run_1/layer_met1.png
(2 px per um) Supply wires on this layer in grey. Cells faint in the background.
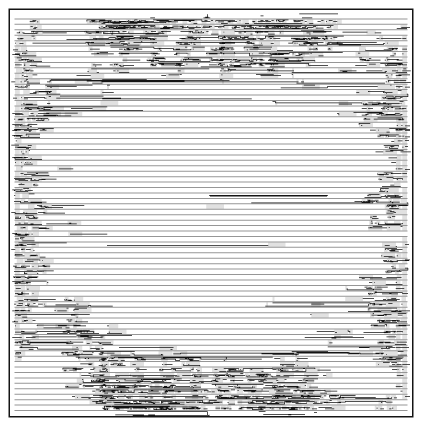
run_1/placement.png
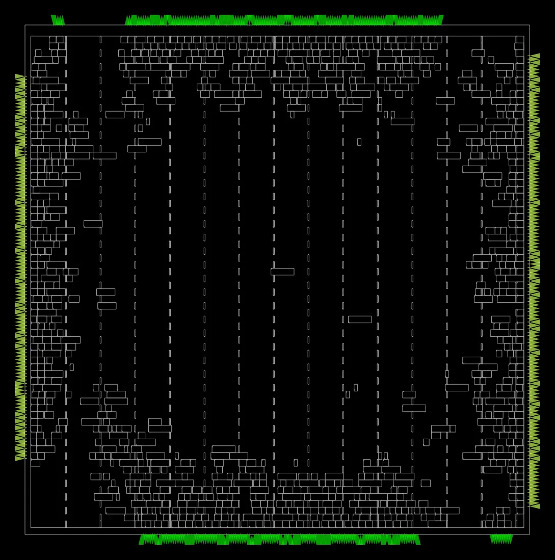
run_1/io_fan.png
(1.5 px per um)
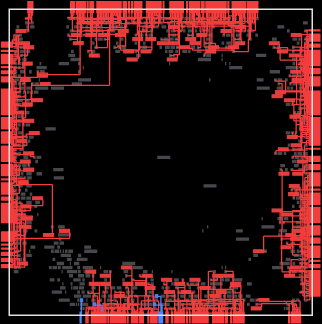
`src/rtl/tl_demux_if.sv`:
```
// Handshake bundle between the message source, tl_demux and its N sinks.
// The slave modport is the demux side; the master modport is the source/sink side.
interface tl_demux_if #(
  parameter int N      = 4,
  parameter int DATA_W = 100
);
  logic                valid_i;
  logic                ready_o;
  logic [DATA_W-1:0]   data_i;
  logic                last_i;
  logic [N-1:0]        valid_o;
  logic [N-1:0]        ready_i;
  logic [N*DATA_W-1:0] data_o;
  logic [N-1:0]        last_o;
  logic                err_o;

  modport slave (
    input  valid_i, data_i, last_i, ready_i,
    output ready_o, valid_o, data_o, last_o, err_o
  );

  modport master (
    output valid_i, data_i, last_i, ready_i,
    input  ready_o, valid_o, data_o, last_o, err_o
  );
endinterface

```
`src/rtl/tl_demux.sv`:
```
// 1:N message demultiplexer: the first beat's destination field picks a sink,
// later beats follow it; out-of-range messages are swallowed and flagged once.
module tl_demux #(
  parameter int N       = 4,
  parameter int DATA_W  = 100,
  parameter int SEL_LSB = 0,
  parameter int SEL_W   = 2
) (
  input  logic      clk,
  input  logic      rst,
  tl_demux_if.slave bus
);
  localparam int LANES = 2 ** SEL_W;
  localparam logic [SEL_W:0] N_W = (SEL_W + 1)'(N);

  typedef enum logic [1:0] {IDLE, BURST, DROP} state_t;

  state_t            state_reg;
  logic              out_vld_reg;
  logic [SEL_W-1:0]  out_dst_reg;
  logic [DATA_W-1:0] out_data_reg;
  logic              out_last_reg;
  logic [SEL_W-1:0]  lock_dst_reg;
  logic              err_reg;

  logic [LANES-1:0]  ready_pad;
  logic [SEL_W-1:0]  sel_dst;
  logic [SEL_W-1:0]  route_dst;
  logic              in_range;
  logic              drop_beat;
  logic              sink_ready;
  logic              accept;
  logic              load;

  // Zero-padded so the held destination can index it without range issues.
  always_comb begin
    ready_pad        = '0;
    ready_pad[N-1:0] = bus.ready_i;
  end

  assign sel_dst    = bus.data_i[SEL_LSB +: SEL_W];
  assign in_range   = {1'b0, sel_dst} < N_W;
  // Dropped beats bypass the output register, so they never wait on a stalled sink.
  assign drop_beat  = (state_reg == DROP) || ((state_reg == IDLE) && !in_range);
  assign sink_ready = ready_pad[out_dst_reg];
  assign bus.ready_o = drop_beat || !out_vld_reg || sink_ready;
  assign accept     = bus.valid_i && bus.ready_o;
  assign load       = accept && !drop_beat;
  assign route_dst  = (state_reg == BURST) ? lock_dst_reg : sel_dst;
  assign bus.err_o  = err_reg;

  always_ff @(posedge clk) begin
    if (rst) begin
      state_reg    <= IDLE;
      out_vld_reg  <= 1'b0;
      out_dst_reg  <= '0;
      out_data_reg <= '0;
      out_last_reg <= 1'b0;
      lock_dst_reg <= '0;
      err_reg      <= 1'b0;
    end else begin
      err_reg <= accept && (state_reg == IDLE) && !in_range;

      if (load) begin
        out_vld_reg  <= 1'b1;
        out_dst_reg  <= route_dst;
        out_data_reg <= bus.data_i;
        out_last_reg <= bus.last_i;
      end else if (out_vld_reg && sink_ready) begin
        out_vld_reg <= 1'b0;
      end

      case (state_reg)
        IDLE: begin
          if (accept && !bus.last_i) begin
            if (in_range) begin
              state_reg    <= BURST;
              lock_dst_reg <= sel_dst;
            end else begin
              state_reg <= DROP;
            end
          end
        end
        BURST, DROP: begin
          if (accept && bus.last_i) state_reg <= IDLE;
        end
        default: state_reg <= IDLE;
      endcase
    end
  end

  genvar gi;
  generate
    for (gi = 0; gi < N; gi++) begin : g_lane
      localparam logic [SEL_W-1:0] LANE = SEL_W'(gi);
      assign bus.valid_o[gi]                  = out_vld_reg && (out_dst_reg == LANE);
      assign bus.last_o[gi]                   = out_vld_reg && (out_dst_reg == LANE) && out_last_reg;
      assign bus.data_o[gi*DATA_W +: DATA_W]  = out_data_reg;
    end
  endgenerate
endmodule

```
`src/flat_wrapper.sv`:
```
// flat-port wrapper written by rule: the top's interface ports become plain ports
module tl_demux_flat 
#(
  parameter int N       = 4,
  parameter int DATA_W  = 100,
  parameter int SEL_LSB = 0,
  parameter int SEL_W   = 2
)
  (clk, rst, bus_valid_i, bus_data_i, bus_last_i, bus_ready_i, bus_ready_o, bus_valid_o, bus_data_o, bus_last_o, bus_err_o);
  tl_demux_if #(.N(N), .DATA_W(DATA_W)) bus_i ();
  input  logic clk;
  input  logic rst;
  input wire logic [$bits(bus_i.valid_i)-1:0] bus_valid_i;
  input wire logic [$bits(bus_i.data_i)-1:0] bus_data_i;
  input wire logic [$bits(bus_i.last_i)-1:0] bus_last_i;
  input wire logic [$bits(bus_i.ready_i)-1:0] bus_ready_i;
  output wire logic [$bits(bus_i.ready_o)-1:0] bus_ready_o;
  output wire logic [$bits(bus_i.valid_o)-1:0] bus_valid_o;
  output wire logic [$bits(bus_i.data_o)-1:0] bus_data_o;
  output wire logic [$bits(bus_i.last_o)-1:0] bus_last_o;
  output wire logic [$bits(bus_i.err_o)-1:0] bus_err_o;
  assign bus_i.valid_i = bus_valid_i;
  assign bus_i.data_i = bus_data_i;
  assign bus_i.last_i = bus_last_i;
  assign bus_i.ready_i = bus_ready_i;
  assign bus_ready_o = bus_i.ready_o;
  assign bus_valid_o = bus_i.valid_o;
  assign bus_data_o = bus_i.data_o;
  assign bus_last_o = bus_i.last_o;
  assign bus_err_o = bus_i.err_o;
  tl_demux #(.N(N), .DATA_W(DATA_W), .SEL_LSB(SEL_LSB), .SEL_W(SEL_W)) u_core (.clk(clk), .rst(rst), .bus(bus_i));
endmodule
```
`config.mk`:
```
export PLATFORM = sky130hd
export DESIGN_NAME = tl_demux_flat
export DESIGN_NICKNAME = d
export VERILOG_FILES = /design/src/rtl/tl_demux_if.sv /design/src/rtl/tl_demux.sv /design/src/flat_wrapper.sv
export SDC_FILE = /design/constraint.sdc
export NUM_CORES = 1
export LEC_CHECK = 0
export CAP_MARGIN = 25
export CORE_AREA = 2 2 199 201
export DETAILED_ROUTE_END_ITERATION = 7
export DIE_AREA = 0 0 201 203
export DONT_BUFFER_PORTS = 1
export GPL_TIMING_DRIVEN = 0
export SLEW_MARGIN = 10
export SYNTH_ARGS = -nofsm -noshare
export SYNTH_HDL_FRONTEND = slang
export SYNTH_SLANG_ARGS = --single-unit
```
`constraint.sdc`:
```
create_clock -name clk -period 1.6 [get_ports clk]
set_input_delay 0.24 -clock clk [delete_from_list [all_inputs] [get_ports clk]]
set_output_delay 0.24 -clock clk [all_outputs]
set_load 0.02 [all_outputs]
```
==> run notes, run 1 <==
Results of the flow run.

The timing report shows that the slowest cell on the worst path is sky130_fd_sc_hd__a22oi_2. The final hold violation count recorded for this run is 0. The fraction of the cycle the final worst path needs stands at 1.12.

In the post-route analysis, the smallest setup slack over all paths is -199 ps. The number of flops mapped to enable cells by yosys stands at 0. STA classifies the critical path startpoint as a flip-flop. The checks that failed: negative setup slack. The total cells reported by yosys after synthesis stands at about 800.

The flip-flop count of the largest register, all copies and words added stands at 100. The worst register-to-register path has a setup slack of -180 ps. Logged for this run, the post-placement worst setup slack is -617 ps. The total power after layout stands at approximately 8.3 mW. The run finished, with violations left. The last timing report of the flow puts the setup violation total at 100. TritonCTS built the clock tree. The worst voltage drop across the vdd grid stands at between 0.4 and 0.5 mV. The via-per-instance ratio stands at between 3 and 4. STA classifies the critical path endpoint as a primary output. For the finished layout, the period the worst path requires is approximately 1800 ps. In this run the critical path is formed by buf_6, mux2i_4, buf_6, a22oi_2. The worst slew slack as a fraction of its limit stands at 0.350. The most critical setup path has its startpoint at u_core.out_dst_reg[0]$_SDFFE_PP0P_.

The required time at the worst endpoint is listed as approximately 1400 ps. The sequential cell area fraction in the yosys report stands at 0.299. Per the detail_route report, the via count comes to 5095. Data arrives at the worst endpoint at 1560 ps. At the later pin of the worst-skew pair, clock insertion delay measures around 370 ps. The count of routing violations after the opening detailed-route iteration stands at around 150. Per the CTS log, the maximum H-tree level is 3.

The endpoint identified for the worst register-to-register timing path is u_core.out_data_reg[33]$_SDFFE_PP0P_. Final hold analysis gives a worst-case slack of around 36 ps. The yosys synthesis warning count stands at 0.

met1 track demand over resource after global routing is 0.114. The area added between synthesis and finish stands at 31.2%. Among all flip-flop cells after synthesis, the most frequent one is sky130_fd_sc_hd__dfxtp_1. Synthesis produced 786 cells. The met2 track demand over resource stands at 0.178. Once detail routing completed, the nets flagged for antenna violations numbered 0. The max-slew violation count stands at 0. In the floorplan report the effective utilization is 0.186.

Derived from the worst setup path, the maximum achievable clock frequency is about 560 MHz. The stat command in Yosys gives a chip area of 7170 sq um. The highest net fanout along the worst path stands at 5. The biggest area contributor in the post-synthesis netlist is sky130_fd_sc_hd__buf_4.

The via count of the first global-routing pass was ~4900. The average wire per cell in the routed design stands at approximately 15 um. The tree is rooted in a sky130_fd_sc_hd__clkbuf_16. The total placed cells including tap cells stands at roughly 1300. The overall track demand over capacity in global routing stands at 0.0993.

Counting instances in the post-synthesis netlist gives the leading cell types as 302 x sky130_fd_sc_hd__buf_4, 205 x sky130_fd_sc_hd__nand2b_1, 107 x sky130_fd_sc_hd__dfxtp_1. For the worst min-delay path, the startpoint reported by OpenROAD is bus_data_i[7]. The largest net degree at the start of global routing stands at 16. The placement summary gives the final routability congestion estimate as ~0.77. The tightest min-delay check is of the in -> reg type. The netlist uses 24 different library cells. The global-route wire length before repair stands at 30400 um. Setup repair after global routing could not meet its margin everywhere.

The number of antenna violations at the first check in global routing came to 2. The fraction of met3 tracks used by global routing stands at 0.0254. The area fraction of the largest cell type after synthesis is 0.316. Measured along the x axis, the die boundary spans about 200 um. Per the final layout report, the fraction of cells sized above drive strength 1 comes to 0.410. The transition time recorded at the tightest slew-check pin is approximately 980 ps.

The chip height stands at between 200 and 250 um. Before antenna repair, the detailed router went through 4 iterations. The final instance area stands at approximately 9400 sq um. TritonRoute reported its final design rule violation total as 0. The overall routed net length stands at between 20000 and 25000 um. The script extracted a total leakage power of around 4.3 nW. The filler cells instantiated in the layout total 4089.

The number of OpenROAD warnings stands at 29. The die area stands at around 41000 sq um. The number of cells on the worst hold path is listed as 2. The run reported a max-capacitance violation count of 0. In this run the deepest clock path goes through 2 buffers. For hold timing, the worst endpoint is u_core.out_data_reg[7]$_SDFFE_PP0P_.

The area after detailed placement stands at approximately 7800 sq um. Clock skew on the completed layout was measured at roughly 5.6 ps. The depth of the worst register-to-register path stands at 7.

Clock-pin slew was measured on the worst setup and hold paths at 70 ps. On the worst path, the slowest cell contributes a delay of just under 400 ps. The critical path is of the reg -> out type. The cell that appears most often on the critical path is sky130_fd_sc_hd__buf_6. In the synthesized netlist the async set-or-reset flop fraction comes to 0. After global routing, the most crowded layer is met2. The number of antenna diodes in the final layout is 0.

After global routing the overflow that remains totals 0.
## Picture notes: layer_met1.png
longest straight run = 98.4 um
main direction = horizontal
nets with wire on the layer = 799
wire length on this layer = 8780 um
share of all routed wire = 40%

## Picture notes: placement.png
floorplan row count: 72
sequential fraction of total cell area: 0.228
tap cell count: 518
Core Box Area: 38500 sq um

## Picture notes: io_fan.png
red -> `bus_data_o`  # direction output, end cells 100, buffers 300, wire 8070 um
blue -> `bus_valid_o`  # direction output, end cells 4, buffers 0, wire 82.8 um
Top-Level Pins: 518
Buffers on Ports: 0

## run 1: worst max-delay path, delay by kind of cell (launching register included)
family	cells	cell delay (ps)
buffers and inverters	2	270
AOI/OAI and AO/OA	1	390
DFF	1	320
muxes	1	210
## run 1: kinds of logic after synthesis
| family | count (synthesis) | synth area share |
|---|---|---|
| buffers and inverters | 338 | 0.347 |
| other | 1 | 0.000523 |
| DFF | 107 | 0.299 |
| AOI/OAI and AO/OA | 5 | 0.00646 |
| muxes | 110 | 0.155 |
| and+or+nand+nor | 225 | 0.192 |
## run 1: metrics by stage
step / util / setup TNS [ps]
2_1_floorplan: - / -10.8
3_3_place_gp: 0.204 / -26140
3_5_place_dp: 0.204 / -26690
4_1_cts: 0.239 / -12620
5_1_grt: 0.245 / -20660
6_report: 0.245 / -13340
## run 1: final cells by class
cell class                 instances  area [sq um]  share of cell area
inverter                           2          7.51            0.000798
clock buffer                      15           288              0.0306
buffer                           335          2550               0.271
timing repair buffer             101          1150               0.122
multi-input combinational        341          2610               0.278
clock inverter                     1          5.00            0.000532
tap                              518           648              0.0689
sequential                       107          2140               0.228
## run 1: power breakdown
part | internal, mW | switching, mW
sequential | 2.86 | 0.545
clock | 1.23 | 1.04
combinational | 1.28 | 1.35
total | 5.37 | 2.93
## run 1: cell usage in the layout (no fill, tap or decap), types with 3 or more instances in the layout
cell type / n
sky130_fd_sc_hd__buf_12: 14
sky130_fd_sc_hd__clkbuf_8: 4
sky130_fd_sc_hd__buf_6: 9
sky130_fd_sc_hd__clkbuf_16: 15
sky130_fd_sc_hd__dlygate4sd3_1: 79
sky130_fd_sc_hd__nand2b_1: 205
sky130_fd_sc_hd__buf_4: 305
sky130_fd_sc_hd__dfxtp_1: 105
sky130_fd_sc_hd__nor2_1: 5
sky130_fd_sc_hd__clkbuf_1: 23
sky130_fd_sc_hd__nor2b_1: 3
sky130_fd_sc_hd__mux2i_1: 103
sky130_fd_sc_hd__nor2_2: 5
## run 1: per-layer routing
metal	up-vias	wire length [um]
met5	-	0
met4	0	274
met3	11	1360
met2	266	11500
met1	2426	8780
li1	2392	-
## run 1: worst max-delay path by stage
stage | to | depth (start not counted)
after floorplan | u_core.state_reg[0]$_SDFFE_PP0P_ | 6
after global placement | u_core.out_data_reg[0]$_SDFFE_PP0P_ | 4
after detailed placement | u_core.out_data_reg[1]$_SDFFE_PP0P_ | 4
after CTS | u_core.out_data_reg[4]$_SDFFE_PP0P_ | 8
after global routing | u_core.out_data_reg[46]$_SDFFE_PP0P_ | 7
final | bus_ready_o | 4
## run 1: what timing repair did
item                                    in CTS  in global routing
pin swaps                                    2                  2
cloned                                       2                  6
setup buffers                                7                  9
hold buffers                                79                  0
endpoints found under the setup margin     109                111
resized                                     27                 20
hold endpoints to repair                    79                  0
run_1/placement_by_type.png
(2 px per um)
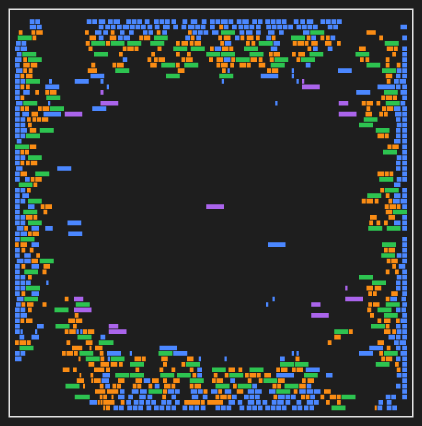

==> run 1 -> run 2 <==
- RECOVER_POWER: unset -> 50
run_2/placement_by_type.png
(2 px per um)
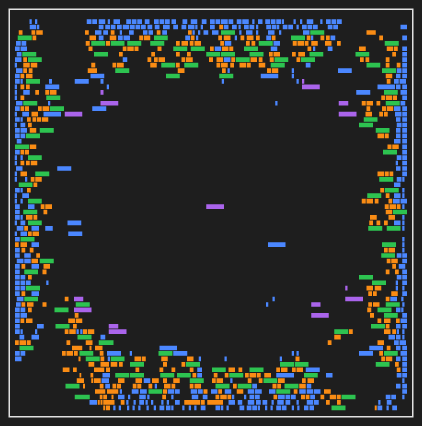
orange -> combinational and other logic  # cells 343, share of their area 31%
green -> flops  # cells 107, share of their area 26%
blue -> other buffers and delay cells  # cells 436, share of their area 40%
purple -> clock drivers and dummy loads  # cells 16, share of their area 3.5%
sequential fraction of total cell area: 0.238
final cell area excluding filler cells: 9010 sq um
Finished Core Util: 0.234

run_2/io_fan.png
(1.5 px per um)
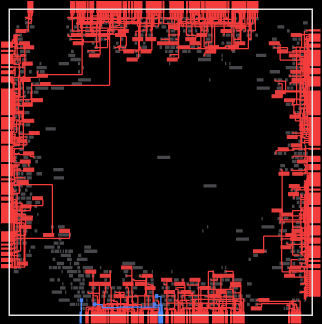
blue -> `bus_valid_o`  # direction output, end cells 4, buffers 0, wire 83.0 um
red -> `bus_data_o`  # direction output, end cells 100, buffers 300, wire 8080 um

==> run notes, run 2 <==
Results of the flow run.

The run finished, with violations left. The checks that failed: negative setup slack. In the synthesis report, Yosys lists the chip area as between 7000 and 8000 sq um. Entering global routing, the biggest net connects 16 pins. The later-pin clock latency in the skew report stands at approximately 370 ps. The timing report attributes the biggest portion of critical-path delay to AND-OR/OR-AND gates. According to the timing report, the arrival time at the worst endpoint equals between 1500 and 2000 ps. Per the OpenROAD floorplan log, the height of the die is 203 um.

The number of warnings reported in the stage logs is 29. After routing, the total negative slack on setup checks comes to -12840 ps. The count of routing violations after the opening detailed-route iteration stands at approximately 150.

The synthesis report gives the async set-or-reset register share as 0. In the Yosys report the total cell count is roughly 790. The global-route wire length before repair stands at roughly 30000 um. Row generation in the floorplan step produced about 72 rows. Endpoints with negative setup slack in the final report add up to 100.

The critical path is of the reg -> out type. Per STA, the worst path is made up of buf_6, mux2i_4, buf_6, a22oi_2. The achievable clock frequency stands at between 500 and 600 MHz. Looking at hold timing, the worst path starts from bus_data_i[7].

The max-slew check reports its worst relative slack as 0.350. The global route total overflow stands at 0. The worst hold margin stands at about 36 ps. The ratio of cells with drive above 1 in the final layout stands at 0.294. The highest net fanout along the worst path stands at 5.

The final critical path time including I/O delays and setup stands at between 1500 and 2000 ps. The critical path in the final layout is reported with a setup slack of -193 ps. The worst register-to-register path has a depth of 7. The worst hold path terminates at u_core.out_data_reg[7]$_SDFFE_PP0P_. The OpenROAD report gives the critical path a required time of about 1400 ps. The leakage dissipation stands at about 3.9 nW.

The die is between 200 and 250 um wide. Per the OpenROAD floorplan log, the area of the core is just under 40000 sq um. The effective utilization at floorplan stands at 0.186. The final hold violation count recorded for this run is 0.

The floorplan report gives the top-level pin count as around 520. For this run, the detailed router's first-pass iteration total came to 4. The share of the Yosys chip area taken by registers is 0.299. Looking at the cell usage after synthesis, the top flip-flop cell is sky130_fd_sc_hd__dfxtp_1. The number of nets with antenna violations after detailed routing stands at 0.

In the synthesized netlist, the cells that appear most often are 302 x sky130_fd_sc_hd__buf_4, 205 x sky130_fd_sc_hd__nand2b_1, 107 x sky130_fd_sc_hd__dfxtp_1. The stage delay of the slowest cell on the critical path stands at between 300 and 400 ps. The via count of the first global-routing pass came to between 4000 and 5000.

STA classifies the critical path startpoint as a flip-flop. Among all stages on the critical path, the largest delay is contributed by sky130_fd_sc_hd__a22oi_2. In this run the critical register-to-register path is captured at u_core.out_data_reg[33]$_SDFFE_PP0P_. The max-slew violation count stands at 0. The number of antenna violations at the first check in global routing is 2.

In this run the number of H-tree levels came out at 3. The detailed router placed just over 5000 vias in this run. The maximum number of buffers from clock root to sink stands at 2.
[run 2: netlist changes by cell type in the layout (fill, tap and decap cells not counted), sizes merged]
cell | before | now
buf | 328 | 223
clkbuf | 44 | 149
[run 2: cell type report]
type	instances	area, sq um
buffer	335	2160
multi-input combinational	341	2610
sequential	107	2140
clock inverter	1	5.00
inverter	2	7.51
tap	518	648
fill	4229	29500
clock buffer	15	288
timing repair buffer	101	1150
[run 2: repair_timing]
action | CTS | global route
hold buffers | 79 | 0
pin swaps | 2 | 2
endpoints found under the hold margin | 79 | 0
setup buffers | 7 | 9
gates resized | 27 | 20
cloned | 2 | 6
endpoints found under the setup margin | 109 | 111
[run 2: kinds of logic (layout without fill, tap and decap cells)]
| logic type | after synthesis | in the layout | synth area share |
|---|---|---|---|
| AND/OR/NAND/NOR | 225 | 225 | 0.192 |
| flip-flops | 107 | 107 | 0.299 |
| AND-OR/OR-AND | 5 | 5 | 0.00646 |
| multiplexers | 110 | 110 | 0.155 |
| buffers and inverters | 338 | 454 | 0.347 |
| other | 1 | 1 | 0.000523 |
[run 2: how the worst max path moves through the flow]
stage / cells past startpoint / start / end
final: 4 / u_core.out_dst_reg[0]$_SDFFE_PP0P_ / bus_ready_o
after floorplan: 6 / u_core.out_dst_reg[0]$_SDFFE_PP0P_ / u_core.state_reg[0]$_SDFFE_PP0P_
after CTS: 8 / u_core.out_dst_reg[0]$_SDFFE_PP0P_ / u_core.out_data_reg[4]$_SDFFE_PP0P_
after global placement: 4 / rst / u_core.out_data_reg[0]$_SDFFE_PP0P_
after global routing: 7 / u_core.out_dst_reg[0]$_SDFFE_PP0P_ / u_core.out_data_reg[46]$_SDFFE_PP0P_
after detailed placement: 4 / rst / u_core.out_data_reg[1]$_SDFFE_PP0P_
[run 2: worst reg2reg max path: stages (launching register included)]
cell                       delay, ps
sky130_fd_sc_hd__dfxtp_2         320
sky130_fd_sc_hd__buf_6           130
sky130_fd_sc_hd__mux2i_4         210
sky130_fd_sc_hd__a221oi_2        310
sky130_fd_sc_hd__buf_6           200
sky130_fd_sc_hd__buf_12          170
sky130_fd_sc_hd__buf_12          170
sky130_fd_sc_hd__mux2i_1         190
[run 2: stage by stage]
step	total power, mW	instances	setup slack (ps)	instance area, sq um
floorplan	5.38	786	-10.8	7190
global placement	5.72	1304	-610	7830
detailed placement	5.74	1304	-617	7830
CTS	8.41	1408	-183	9200
global route	8.56	1420	-263	9010
finish	8.14	1420	-193	9010
[run 2: power breakdown]
part / internal, mW / switching, mW
Combinational: 1.13 / 1.34
Clock: 1.23 / 1.04
Sequential: 2.86 / 0.542
Total: 5.22 / 2.93
[run 2: routing by layer]
metal	GRT usage	vias to the layer above	wire, um
li1	-	2396	-
met1	0.114	2410	8750
met2	0.178	275	11400
met3	0.0254	11	1430
met4	0.0331	0	280
met5	0	-	0
No activity file was given, so power comes from the tool's default toggle rates.
